`src/rtl/dff_pipeline.sv`:
```
// WIDTH-bit, DEPTH-stage registered delay line with per-stage valid bits.
// It also provides stall (en), flush, a registered occupancy count and a tap bus.
module dff_pipeline #(
  parameter int               WIDTH       = 1,
  parameter int               DEPTH       = 4,
  parameter logic [WIDTH-1:0] RESET_VALUE = '0
) (
  input  logic                         clk,
  input  logic                         rst,
  input  logic                         en,
  input  logic                         flush,
  input  logic [WIDTH-1:0]             D,
  input  logic                         d_valid,
  output logic [WIDTH-1:0]             Q,
  output logic                         q_valid,
  output logic [WIDTH*DEPTH-1:0]       taps,
  output logic [$clog2(DEPTH+1)-1:0]   occupancy
);

  localparam int OW = $clog2(DEPTH+1);

  logic [WIDTH*DEPTH-1:0] r_data;
  logic [DEPTH-1:0]       r_valid;
  logic [OW-1:0]          r_occ;

  logic [WIDTH*DEPTH-1:0] w_data_shift;
  logic [DEPTH-1:0]       w_valid_shift;
  logic [DEPTH-1:0]       w_valid_nxt;

  // Stage 0 sits in the least significant slot, so a shift moves every stage up by one.
  generate
    if (DEPTH == 1) begin : g_single
      assign w_data_shift  = D;
      assign w_valid_shift = d_valid;
    end else begin : g_multi
      assign w_data_shift  = {r_data[(DEPTH-1)*WIDTH-1:0], D};
      assign w_valid_shift = {r_valid[DEPTH-2:0], d_valid};
    end
  endgenerate

  always_comb begin
    w_valid_nxt = r_valid;
    if (flush)   w_valid_nxt = '0;
    else if (en) w_valid_nxt = w_valid_shift;
  end

  always_ff @(posedge clk) begin
    if (rst) begin
      r_data  <= {DEPTH{RESET_VALUE}};
      r_valid <= '0;
      r_occ   <= '0;
    end else begin
      if (en) r_data <= w_data_shift;
      r_valid <= w_valid_nxt;
      // The count is taken from the next-state vector, so it never lags the valid bits.
      r_occ   <= OW'($countones(w_valid_nxt));
    end
  end

  assign Q         = r_data[(DEPTH-1)*WIDTH +: WIDTH];
  assign q_valid   = r_valid[DEPTH-1];
  assign taps      = r_data;
  assign occupancy = r_occ;

endmodule

```
`config.mk`:
```
export PLATFORM = sky130hd
export DESIGN_NAME = dff_pipeline
export DESIGN_NICKNAME = d
export VERILOG_FILES = /design/src/rtl/dff_pipeline.sv
export SDC_FILE = /design/constraint.sdc
export NUM_CORES = 1
export LEC_CHECK = 0
export ABC_AREA = 1
export CORE_AREA = 2 2 39 41
export CTS_CLUSTER_DIAMETER = 60
export DETAILED_ROUTE_END_ITERATION = 10
export DIE_AREA = 0 0 41 43
export PLACE_DENSITY_LB_ADDON = 0.05
export SLEW_MARGIN = 40
export SYNTH_ARGS = -nofsm -noshare
export SYNTH_HDL_FRONTEND = slang
export SYNTH_SLANG_ARGS = --single-unit
export TNS_END_PERCENT = 50
```
`constraint.sdc`:
```
create_clock -name clk -period 4.3 [get_ports clk]
set_input_delay 0.86 -clock clk [delete_from_list [all_inputs] [get_ports clk]]
set_output_delay 0.86 -clock clk [all_outputs]
set_load 0.005 [all_outputs]
```
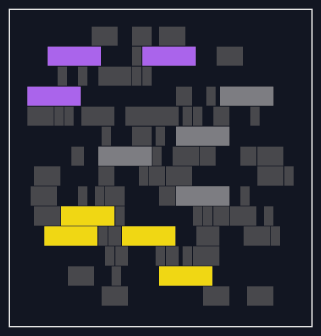
Fig. 1. Register map, names as in the netlist (run 1).
Other sequential cells in the stronger grey, the rest of the logic in the fainter grey.
Purple stands for occupancy, flops 3. Yellow stands for taps, flops 4.

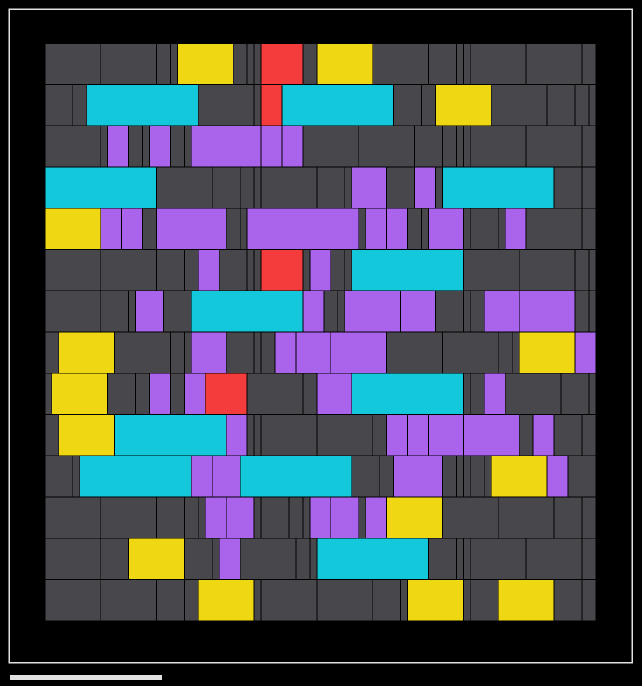
Fig. 2. Cell classes on the final placement (run 1).
Scale bar: 10 um. Fill, decap, tap and diode cells in grey.
Red stands for clock drivers and dummy loads, cells 4, share of their area 4.0%. Yellow stands for remaining buffers and delay cells, cells 14, share of their area 21%. Purple stands for combinational and other logic, cells 48, share of their area 41%. Cyan stands for sequential cells, cells 11, share of their area 34%.

==> impl_summary.log, run 1 <==
[flow] collecting metrics
[metrics] Sw Share: 0.242
[metrics] chip width: 41 um
[metrics] share of synthesized area occupied by flip-flops and latches: 0.429
[metrics] top cells by instance count after synthesis: sky130_fd_sc_hd__inv_1 (13), sky130_fd_sc_hd__nand2_1 (12), sky130_fd_sc_hd__dfxtp_1 (11)
[metrics] power consumed by the clock network: 68.9 uW
[metrics] library cell with the highest instance count after synthesis: sky130_fd_sc_hd__inv_1
[metrics] area of combinational cells with multiple inputs: 211 sq um
[metrics] number of placed I/O pins: 15
[metrics] power density over cell area: 307 mW/mm^2
[metrics] sequential share of power: 0.518
[metrics] first-pass iteration count of the detailed router: 3
[metrics] core area: 0.00138 sq mm
[metrics] growth of design area from synthesis to finish: 31.7%
[metrics] Synth Register Bits: 11
[metrics] biggest power consumer among the groups: sequential cells
[metrics] number of filler instances in the final layout: 152
[metrics] power of the combinational group: 30.9 uW
[metrics] worst slack, placed: 1260 ps
[metrics] nature of the critical path startpoint: primary input
[metrics] run status: finished, final reports clean
[metrics] Final period util: 0.641
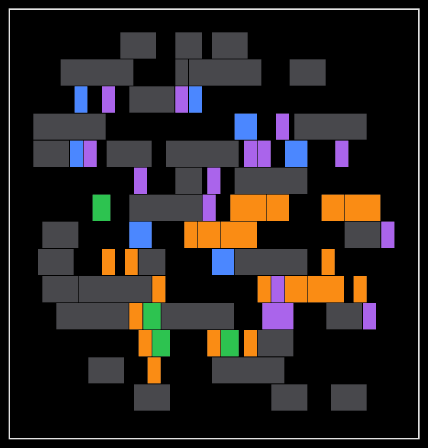
Fig. 3. Gate-type map (run 1).
Purple stands for inv cells, cells 14. Green stands for aoi and oai cells, cells 4. Orange stands for nand cells, cells 20. Blue stands for nor cells, cells 7.

-- run 1: cell type report --
type | instances | share of cell area
flip-flops and latches | 11 | 0.326
multi-input cells | 34 | 0.313
repair buffers | 14 | 0.207
clock buffers | 4 | 0.0389
well taps | 16 | 0.0296
inverters | 14 | 0.0852
-- run 1: through the flow --
step	area (sq um)	total power [mW]	instances	utilization	hold slack [ps]
final	676	0.207	93	0.488	474
after CTS	676	0.212	93	0.488	477
after floorplan	513	0.129	62	-	462
after global routing	676	0.222	93	0.488	504
after detailed placement	649	0.141	89	0.469	468
after global placement	649	0.141	89	0.469	464
-- run 1: cell usage in the layout (no fill, tap or decap), drive strengths merged --
cell type and n:
nand3 4, inv 14, ha 2, fa 1, a21oi 4, nor2 7
dfxtp 11, clkdlybuf4s50 14, clkbuf 4, nand2 16
-- run 1: final timing paths --
path,slack [ps],to,depth (start not counted)
max,1540,occupancy[1],9
min,470,taps[3],2
max reg2reg,2580,occupancy[1],9
min reg2reg,470,taps[3],2
-- run 1: cells by family (layout without fill, tap and decap cells) --
family	after synthesis	in the layout	synth area share
AOI/OAI and AO/OA	4	4	0.0390
adders and majority gates	3	3	0.0878
buffers and inverters	17	32	0.159
DFF	11	11	0.429
and+or+nand+nor	27	27	0.285
-- run 1: metal layers --
metal / vias to the layer above / global-route usage
met4: 0 / 0.100
met3: 2 / 0.0471
met2: 7 / 0.138
met5: - / 0
met1: 160 / 0.184
li1: 211 / -
-- run 1: worst max-delay path, delay by kind of cell --
kind                       cells  cell delay (ps)
adders and majority gates      3              930
buffers and inverters          3              830
and+or+nand+nor                3              250
-- run 1: flip-flops by register name, indices dropped and copies added, names as in the netlist --
signal,cells
occupancy,3
r_valid,4
taps,4
Fig. 4: run 1, power grid
Pins as bars on the die edge.
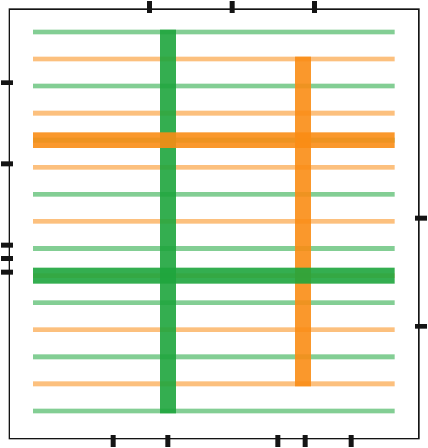

--- run 2 (diff from run 1) ---
--- a/config.mk
+++ b/config.mk
@@ -6,10 +6,10 @@
 export NUM_CORES = 1
 export LEC_CHECK = 0
 export ABC_AREA = 1
-export CORE_AREA = 2 2 39 41
+export CORE_MARGIN = 2
+export CORE_UTILIZATION = 39
 export CTS_CLUSTER_DIAMETER = 60
 export DETAILED_ROUTE_END_ITERATION = 10
-export DIE_AREA = 0 0 41 43
 export PLACE_DENSITY_LB_ADDON = 0.05
 export SLEW_MARGIN = 40
 export SYNTH_ARGS = -nofsm -noshare
==> constraint.sdc (replaced) <==
create_clock -name clk -period 2.5 [get_ports clk]
set_input_delay 0.5 -clock clk [delete_from_list [all_inputs] [get_ports clk]]
set_output_delay 0.5 -clock clk [all_outputs]
set_load 0.005 [all_outputs]
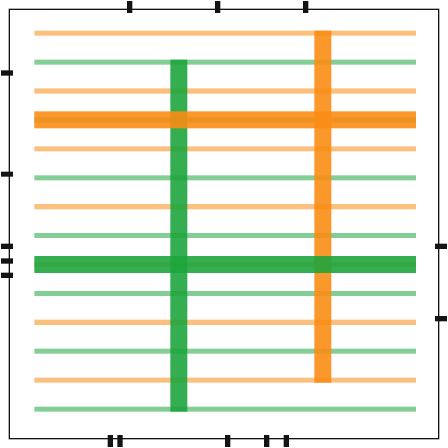
Fig. 5. Power grid (run 2).
Pins as bars on the die edge.
Orange stands for VDD. Green stands for VSS.
15 signal pins sit on the boundary. 14 met1 rails follow the rows. 2 straps on met4. 2 straps on met5. The core has 13 rows.

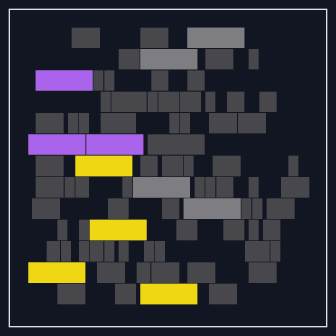
Fig. 6. Register map, names as in the netlist (run 2).
Other sequential cells in the stronger grey, the rest of the logic in the fainter grey.
power dissipated in sequential cells: 185 uW
sequential cell area share: 0.309
area taken by flip-flops and latches: 220 sq um
final core utilization: 0.561

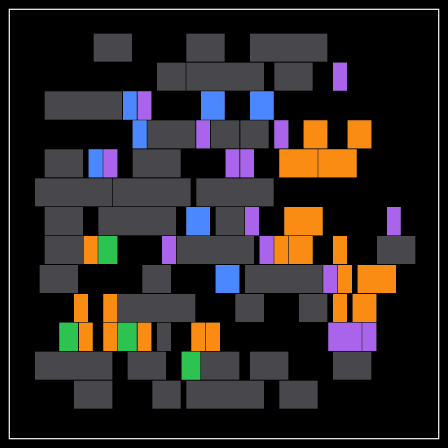
Fig. 7. Gate-type map (run 2).
Blue stands for nor cells, cells 7. Green stands for aoi and oai cells, cells 4, where lower left. Purple stands for inv cells, cells 14. Orange stands for nand cells, cells 20.

==> run 2 against run 1 <==
- setup slack worse by 1300 ps
- via count is 4.5% higher
- sequential power rose by 73%
- wire length up 4.1%
==> impl_summary.log, run 2 <==
[flow] collecting metrics
[metrics] run status: finished, final reports clean
[metrics] GR peak layer: met1
[metrics] Max-area cell class: flip-flops and latches
[metrics] growth of design area from synthesis to finish: 38.8%
[metrics] XOR/XNOR Area Share: 0 (unchanged)
[metrics] library cell with the highest instance count after synthesis: sky130_fd_sc_hd__inv_1
[metrics] Flops: 11 (unchanged)
[metrics] Final period util: 0.914
[metrics] Commonest Layout Cell: sky130_fd_sc_hd__clkdlybuf4s50_1
[metrics] number of buffers outside the clock class in the layout: 19 (+5)
[metrics] Placed Cells incl. Taps: 93 (+4.5%)
[metrics] Non-clk invs: 14 (unchanged)
[metrics] Post-Layout Cell Count: 97 (+4.3%)
[metrics] most frequent cells in the layout: sky130_fd_sc_hd__clkdlybuf4s50_1 (14), sky130_fd_sc_hd__inv_1 (13), sky130_fd_sc_hd__nand2_1 (12)
[metrics] number of tap cells inserted: 15 (-1)
[metrics] total power: 361 uW (+74%)
[metrics] Placed Area: 686 sq um (+5.6%)
[metrics] combinational share of cell area: 0.297 (-0.0160)
[metrics] clock network area share: 0.0369 (-0.00198)
[metrics] number of placed I/O pins: 15 (unchanged)
[metrics] simple logic cell fraction of the synthesized area: 0.285 (unchanged)
[metrics] final instance area: 712 sq um (+5.4%)
[metrics] top cells by instance count after synthesis: sky130_fd_sc_hd__inv_1 (13), sky130_fd_sc_hd__nand2_1 (12), sky130_fd_sc_hd__dfxtp_1 (11)
[metrics] number of filler instances in the final layout: 123 (-19%)
[metrics] buffering overhead: 0.250 (+0.0422)
[metrics] first-pass iteration count of the detailed router: 2 (-1)
[metrics] Adder Share, Synth: 0.0878 (unchanged)
[metrics] core area: 0.00127 sq mm (-8.3%)
[metrics] chip width: 40.3 um (-1.8%)
[metrics] share of synthesized area occupied by flip-flops and latches: 0.429 (unchanged)
[metrics] power density over cell area: 508 mW/mm^2 (+66%)
[metrics] ao+oa area frac: 0.0390 (unchanged)
[metrics] nature of the critical path startpoint: primary input
[metrics] distinct cell type count after synthesis: 14
[metrics] prevailing logic family in the synthesized netlist: simple AND/OR/NAND/NOR gates
[metrics] met2 GRT Util: 0.153 (+0.0157)
## run 2: cell count changes in the layout (fill, tap and decap cells not counted), sizes merged
cell / before / now
buf: 0 / 5
## run 2: logic make-up after synthesis
family                   count (synthesis)
AND-OR/OR-AND                            4
adder cells (fa/ha/maj)                  3
buffers and inverters                   17
flip-flops                              11
AND/OR/NAND/NOR                         27
## run 2: critical path: stages
cell and delay (ps):
sky130_fd_sc_hd__clkdlybuf4s50_1 640, sky130_fd_sc_hd__nand2_1 120, sky130_fd_sc_hd__nand3_2 90, sky130_fd_sc_hd__inv_1 60, sky130_fd_sc_hd__fa_1 480, sky130_fd_sc_hd__ha_1 190
sky130_fd_sc_hd__ha_1 260, sky130_fd_sc_hd__inv_1 50, sky130_fd_sc_hd__nor2_1 30
## run 2: final timing paths
path	end	slack (ps)	cells past startpoint	startpoint
setup / recovery	occupancy[1]	220	9	en
hold / removal	taps[3]	480	2	taps[3]
setup reg to reg	occupancy[1]	810	9	r_valid[0]
hold reg to reg	taps[3]	480	2	taps[3]
## run 2: power by group
part	switching (mW)	internal (mW)	total [mW]
registers	0.00267	0.182	0.185
clock network	0.0557	0.0616	0.117
logic	0.0278	0.0315	0.0593
## run 2: through the flow
step	setup WS (ps)	util	hold WS [ps]	TNS [ps]
after floorplan	547	-	462	0
after global placement	-50.0	0.540	462	-50.0
after detailed placement	-61.6	0.540	468	-61.6
after CTS	203	0.561	479	0
after global routing	121	0.561	495	0
final	216	0.561	478	0
## run 2: per-layer routing
metal | share of wire | up-vias
met4 | 0.017 | 0
li1 | - | 220
met3 | 0.041 | 2
met2 | 0.44 | 7
met5 | 0 | -
met1 | 0.50 | 168
Fig. 8: run 2, clock wiring as the flow saved it
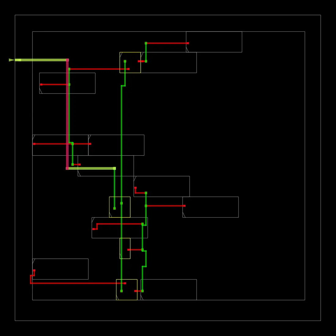

--- run 3 (diff from run 2) ---
--- a/config.mk
+++ b/config.mk
@@ -5,11 +5,10 @@
 export SDC_FILE = /design/constraint.sdc
 export NUM_CORES = 1
 export LEC_CHECK = 0
-export ABC_AREA = 1
-export CORE_MARGIN = 2
-export CORE_UTILIZATION = 39
+export CORE_AREA = 2 2 39 41
 export CTS_CLUSTER_DIAMETER = 60
 export DETAILED_ROUTE_END_ITERATION = 10
+export DIE_AREA = 0 0 41 43
 export PLACE_DENSITY_LB_ADDON = 0.05
 export SLEW_MARGIN = 40
 export SYNTH_ARGS = -nofsm -noshare
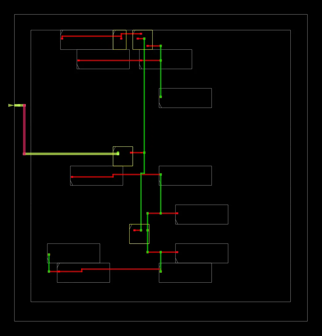
Fig. 9. Clock wiring as the flow saved it (run 3).
power consumed by the clock network: 118 uW
Flops: 11
final worst clock skew: 5.34 ps
later-pin clock latency in the skew report: 270 ps
total CTS buffers: 3

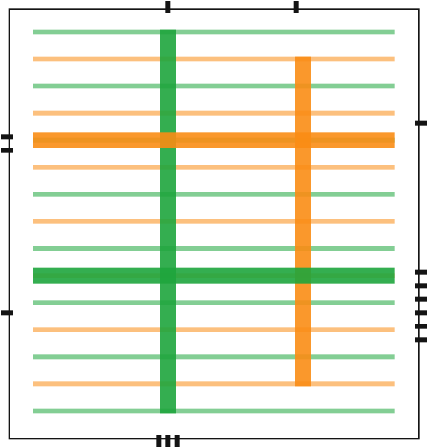
Fig. 10. Power grid (run 3).
Pins as bars on the die edge.
core area: 0.00138 sq mm
chip width: 41 um
Max rail drop VDD: 0.294 mV

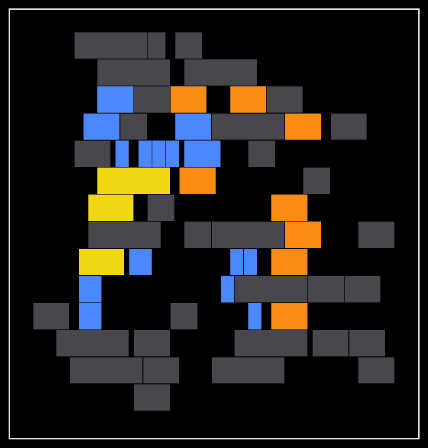
Fig. 11. Gate-type map (run 3).
Yellow stands for fa/ha/maj cells, cells 3. Blue stands for nor cells, cells 15. Orange stands for mux cells, cells 8.

==> run 3 against run 2 <==
- area after synthesis down 10%
- largest cell class unchanged
- power down 8.1%
- register-to-register slack worse by 110 ps
- non-clock buffer count down 1
- cell count down 23%
- sequential share of layout area up 2.8 points
- critical path depth down 1
==> impl_summary.log, run 3 <==
[flow] collecting metrics
[metrics] cell count of the worst reg-to-reg path: 6 (-3)
[metrics] distinct cell type count after synthesis: 11 (-3)
[metrics] met3 wirelength from detailed routing: 58 um (+71%)
[metrics] most frequent cells in the layout: sky130_fd_sc_hd__clkdlybuf4s50_1 (14), sky130_fd_sc_hd__dfxtp_1 (11), sky130_fd_sc_hd__mux2i_1 (8), sky130_fd_sc_hd__nor2_1 (8)
[metrics] Commonest Layout Cell: sky130_fd_sc_hd__clkdlybuf4s50_1
[metrics] Combinational Power Share: 0.103 (-0.061)
[metrics] number of cells traversed by the worst hold path: 2 (unchanged)
[metrics] library cell with the highest instance count after synthesis: sky130_fd_sc_hd__dfxtp_1
[metrics] run status: finished, final reports clean
[metrics] sequential share of power: 0.543 (+0.032)
[metrics] detailed-route wire length on metal 1: 333 um (-21%)
[metrics] GR peak layer: met2
[metrics] Hold Crit Start: taps[1]
[metrics] power density over cell area: 509 mW/mm^2 (+0.31%)
[metrics] met2 GRT Util: 0.159 (+0.00615)
[metrics] area taken by flip-flops and latches: 220 sq um (unchanged)
[metrics] reg2reg end: occupancy[1]
[metrics] top routing layer used: met4
[metrics] biggest power consumer among the groups: sequential cells
[metrics] startpoint of the most critical setup path: en
[metrics] P_sw: 74.4 uW (-14%)
[metrics] power dissipated in sequential cells: 180 uW (-3%)
[metrics] cell internal pwr: 258 uW (-6.4%)
[metrics] nature of the critical path startpoint: primary input
[metrics] top cells by instance count after synthesis: sky130_fd_sc_hd__dfxtp_1 (11), sky130_fd_sc_hd__mux2i_1 (8), sky130_fd_sc_hd__nor2_1 (8)
[metrics] final-layout setup total negative slack: 0 ps (unchanged)
[metrics] internal reg-to-reg setup slack: 700 ps (-110 ps)
[metrics] worst min-delay path endpoint: taps[1]
[metrics] Sw Share: 0.224 (-0.0141)
[metrics] number of placed I/O pins: 15 (unchanged)
[metrics] launching point of the worst reg2reg path: r_valid[0]
==> run 3: cell count changes after synthesis, sizes merged, moves of 3 or more <==
cell   previous run  this run
a21oi             4         0
inv              14         0
nand2            16         0
mux2i             0         8
nand3             4         0
nor2b             0         3
nor3              0         4
==> run 3: worst max-delay path, stage by stage <==
cell and delay [ps]:
sky130_fd_sc_hd__clkdlybuf4s50_1 560, sky130_fd_sc_hd__buf_4 160, sky130_fd_sc_hd__mux2i_1 240, sky130_fd_sc_hd__nor2_1 80
sky130_fd_sc_hd__fa_1 440, sky130_fd_sc_hd__ha_1 200, sky130_fd_sc_hd__ha_1 260, sky130_fd_sc_hd__nor2b_1 130
==> run 3: per-stage QoR <==
| step | total power, mW | setup slack [ps] | instances | instance area (sq um) | hold WS (ps) |
|---|---|---|---|---|---|
| 2_1_floorplan | 0.202 | 394 | 41 | 462 | 507 |
| 3_3_place_gp | 0.218 | -170 | 71 | 624 | 497 |
| 3_5_place_dp | 0.219 | -174 | 71 | 624 | 519 |
| 4_1_cts | 0.340 | 100 | 75 | 652 | 538 |
| 5_1_grt | 0.352 | 13.0 | 75 | 652 | 560 |
| 6_report | 0.332 | 89.8 | 75 | 652 | 532 |
==> run 3: area by class of cell <==
| class | instances | area share |
|---|---|---|
| clock buffers | 3 | 0.0345 |
| clock inverters | 1 | 0.00768 |
| multi-input cells | 26 | 0.328 |
| flip-flops and latches | 11 | 0.338 |
| well taps | 16 | 0.0307 |
| repair buffers | 18 | 0.261 |
==> run 3: kinds of logic (layout without fill, tap and decap cells) <==
family                   Yosys count  in the layout  synth area share
buffers and inverters              4             22            0.0596
AND/OR/NAND/NOR                   15             15             0.192
multiplexers                       8              8             0.173
adder cells (fa/ha/maj)            3              3            0.0976
flip-flops                        11             11             0.477
Power is estimated from default activity; no workload was simulated.
